### src/rtl/fsk_demod.sv
// 2-FSK demodulator: counts rising edges per bit window, slices against THRESH, frames words.
// Define FSK_SYNC_DET_EN to hunt for SYNC_WORD before each word; otherwise words free-run.
module fsk_demod #(
   parameter int                BIT_CYCLES = 64,
   parameter int                THRESH     = 4,
   parameter int                CNT_W      = 6,
   parameter int                WORD_W     = 16,
   parameter logic [WORD_W-1:0] SYNC_WORD  = 16'hA5C3
) (
   input  logic              clk,
   input  logic              rst,
   input  logic              en,
   input  logic              data_in,
   output logic              bit_out,
   output logic              bit_valid,
   output logic [WORD_W-1:0] word_out,
   output logic              word_valid,
   output logic              locked
);
   localparam int TW = (BIT_CYCLES > 1) ? $clog2(BIT_CYCLES) : 1;
   localparam int RW = $clog2(WORD_W + 1);
   localparam logic [TW-1:0]    T_LAST = TW'(BIT_CYCLES - 1);
   localparam logic [RW-1:0]    R_LAST = RW'(WORD_W - 1);
   localparam logic [CNT_W-1:0] C_MAX  = '1;
   localparam logic [CNT_W:0]   THR    = (CNT_W + 1)'(THRESH);

   typedef enum logic [1:0] {IDLE, HUNT, RECV} state_t;

   logic [2:0]        sync;
   logic              edge_det;
   logic              at_bnd;
   logic              bit_now;
   logic [TW-1:0]     timer;
   logic [CNT_W-1:0]  cnt;
   logic [CNT_W:0]    sum;
   logic [WORD_W-1:0] shreg;
   logic [WORD_W-1:0] shreg_nx;
   logic [RW-1:0]     rx_cnt;
   state_t            state;

   // sync[1:0] is the metastability pair; sync[2] only delays for edge detection
   always_ff @(posedge clk or posedge rst) begin
      if (rst) sync <= '0;
      else     sync <= {sync[1:0], data_in};
   end

   assign edge_det = sync[1] & ~sync[2];
   assign at_bnd   = en && (timer == T_LAST);
   assign sum      = {1'b0, cnt} + {{CNT_W{1'b0}}, edge_det};
   assign bit_now  = sum > THR;
   assign shreg_nx = {shreg[WORD_W-2:0], bit_now};

   always_ff @(posedge clk or posedge rst) begin
      if (rst) begin
         timer <= '0;
         cnt   <= '0;
      end else if (!en) begin
         timer <= '0;
         cnt   <= '0;
      end else begin
         timer <= at_bnd ? '0 : timer + 1'b1;
         // a boundary-cycle edge is already folded into sum, so clearing loses nothing
         if (at_bnd)
            cnt <= '0;
         else if (edge_det && (cnt != C_MAX))
            cnt <= cnt + 1'b1;
      end
   end

   always_ff @(posedge clk or posedge rst) begin
      if (rst) begin
         state      <= IDLE;
         shreg      <= '0;
         rx_cnt     <= '0;
         bit_out    <= 1'b0;
         bit_valid  <= 1'b0;
         word_out   <= '0;
         word_valid <= 1'b0;
      end else begin
         bit_valid  <= 1'b0;
         word_valid <= 1'b0;
         if (!en) begin
            state  <= IDLE;
            shreg  <= '0;
            rx_cnt <= '0;
         end else begin
            if (state == IDLE) begin
`ifdef FSK_SYNC_DET_EN
               state <= HUNT;
`else
               state <= RECV;
`endif
            end
            if (at_bnd) begin
               bit_out   <= bit_now;
               bit_valid <= 1'b1;
               shreg     <= shreg_nx;
               case (state)
`ifdef FSK_SYNC_DET_EN
                  HUNT: begin
                     if (shreg_nx == SYNC_WORD) begin
                        state  <= RECV;
                        rx_cnt <= '0;
                     end
                  end
`endif
                  RECV: begin
                     if (rx_cnt == R_LAST) begin
                        word_out   <= shreg_nx;
                        word_valid <= 1'b1;
                        rx_cnt     <= '0;
`ifdef FSK_SYNC_DET_EN
                        state      <= HUNT;
`endif
                     end else begin
                        rx_cnt <= rx_cnt + 1'b1;
                     end
                  end
                  default: ;
               endcase
            end
         end
      end
   end

`ifdef FSK_SYNC_DET_EN
   assign locked = (state == RECV);
`else
   logic unused_sync;
   assign unused_sync = ^SYNC_WORD;
   assign locked = en & ~rst;
`endif

endmodule
### config.mk
export PLATFORM = sky130hd
export DESIGN_NAME = fsk_demod
export DESIGN_NICKNAME = d
export VERILOG_FILES = /design/src/rtl/fsk_demod.sv
export SDC_FILE = /design/constraint.sdc
export NUM_CORES = 1
export LEC_CHECK = 0
export ABC_AREA = 1
export ABC_CLOCK_PERIOD_IN_PS = 2200
export CORE_ASPECT_RATIO = 0.6
export CORE_MARGIN = 3
export CORE_UTILIZATION = 40
export CTS_CLUSTER_DIAMETER = 100
export DETAILED_ROUTE_END_ITERATION = 10
export PLACE_DENSITY = 0.6
export REMOVE_ABC_BUFFERS = 1
export SLEW_MARGIN = 20
export SYNTH_ARGS = -nofsm -noshare
export SYNTH_HDL_FRONTEND = slang
export SYNTH_SLANG_ARGS = --single-unit
### constraint.sdc
create_clock -name clk -period 2.2 [get_ports clk]
set_clock_uncertainty 0.2 [all_clocks]
set_input_delay 0.33 -clock clk [delete_from_list [all_inputs] [get_ports clk]]
set_output_delay 0.33 -clock clk [all_outputs]
set_load 0.01 [all_outputs]
Fig. 1: track usage over the die
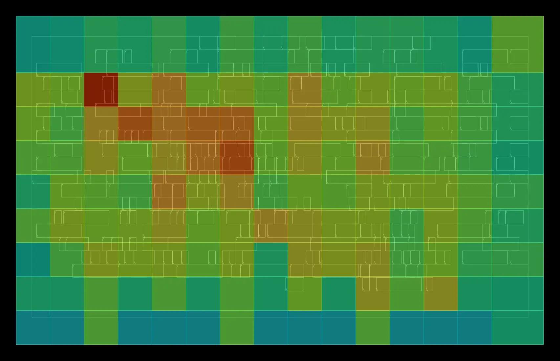
overall routing resource usage: 13.2%
global routing usage on met2: 17.8%
Final Util: 50.4%
Routed WL per cell: 11.5 microns
GRT busiest layer: met1

Fig. 2: cell classes on the final placement
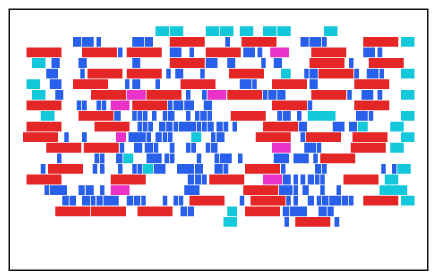
[cyan] other buffers and delay cells | cells: 31 | share of their area: 11%
[red] flip-flops | cells: 55 | share of their area: 49%
[magenta] clock drivers and dummy loads | cells: 8 | share of their area: 3.7%
[blue] all other logic | cells: 191 | share of their area: 36%

Fig. 3: clock network drawn from the DEF
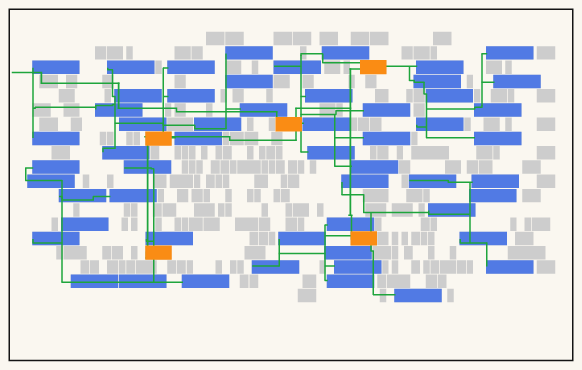
[orange] cells driving clock nets | count: 5
[blue] flip-flops | count: 55
[green] clock wires | length: 634 microns
routed clock nets: 6
Clock Power Share: 35.0%
clock network power: 0.602 mW
worst skew pair latency: 310 ps

Fig. 4: routed metal, one colour a layer
Two of the layers only.
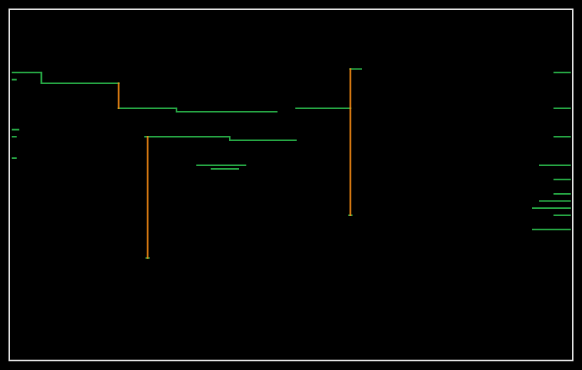
[green] met3 | wire length: 156 microns
[orange] met4 | wire length: 55.8 microns
final WL: 4.21 mm
total number of vias: 1677

Fig. 5: pin placement
Pins as bars across the die edge, other pins in grey.
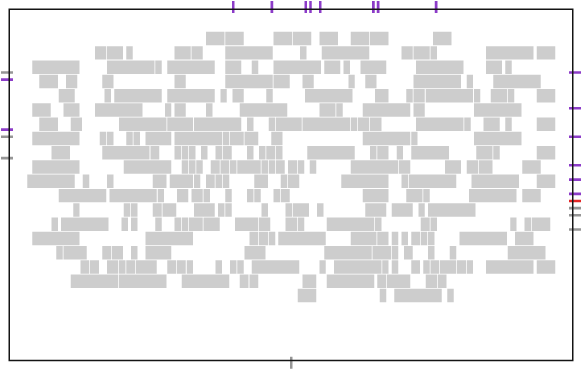
[purple] word_out | pins: 16 | direction: output | edge: 8 north, 6 east, 2 west
[red] bit_valid | pins: 1 | direction: output | edge: east
all pins by edge: 10 east, 8 north, 5 west, 1 south
Port Buffer Count: 23
Die Y-Extent: 66.7 microns
die width: 107 microns

==> flow_summary_export.csv <==
group,metric,value,unit
drt,wl_met3,156,microns
cells_and_area,fillCellCount,530,
cells_and_area,n_all_buffers,31,
cells_and_area,largest_register_ffs,16,
critical_path,cp.required,1670,ps
pwr,p_comb_share,5.0,%
flow_run,warnings,25,
clock_network,cts_root_buffer,"clkbuf_8",
cells_and_area,fin_cells,365,
drt,drt-pass1-iter-count,4,
cells_and_area,top_register,"word_out",
cells_and_area,drive_gt1_share,16.5,%
critical_path,crit_family,"buffers and inverters",
pwr,pg_comb,0.0857,mW
yosys,ys.flop_type,"dfrtp_1",
sta,finalCritPeriodShare,95.4,%
critical_path,cp_slowest_cell,"clkdlybuf4s50_1",
yosys,synthTopLogicFamily,"simple AND/OR/NAND/NOR gates",
cells_and_area,nMultiInputCombCells,149,
yosys,yosys-stat-cells,255,
run_status,status,"finished, final reports clean",
pwr,p_sw_share,22.2,%
yosys,ys.flops,55,
critical_path,r2r_end,"shreg[0]",
sta,hold_viol_final,0,
pwr,pg_seq,1.03,mW
pwr,power_switching,0.381,mW
critical_path,reg2reg_slack,250,ps
drt,met1Wirelength,2.36,mm
sta,fmax,477,MHz
yosys,yosysWarningCount,0,
drt,top_layer,"met4",
critical_path,cp-end-kind,"output port",
clock_network,cts_tree,"done",
critical_path,worstSetupPathDepth,4,
critical_path,timing.rr.start,"sync[2]",
place,place_congestion,0.844,
critical_path,endpoint,"locked",
cells_and_area,buf_share,10.9,%
place,pre_cts_ws,80.3,ps
critical_path,cpMostUsedCell,"clkdlybuf4s50_1",
drt,vias_per_cell,4.59,
yosys,yosysChipArea,2450,sq um
worst_hold_path,worstHoldPathType,"reg -> reg",
pwr,total_power,1.72,mW
yosys,async_flop_share,100,%
critical_path,worstPathCellList,"clkdlybuf4s50_1 -> inv_1 -> nor2_1 -> clkdlybuf4s50_1",
yosys,synthAdderAreaFrac,2.55,%
cells_and_area,final_common_cell,"dfrtp_1",
cells_and_area,diodes,0,
clock_network,clk_pin_slew_worst_paths,90,ps
floorplanning,core-area,5750,sq um
global_route,use_met3,3.78,%
yosys,aoi_share,12.7,%
cells_and_area,fin_area,2900,sq um
floorplanning,rows,21,
cells_and_area,flop_area,1380,sq um
yosys,netlist_area,2450,sq um
cells_and_area,comb_area,850,sq um
place,hpwl,2.95,mm
No activity file was given, so power comes from the tool's default toggle rates.
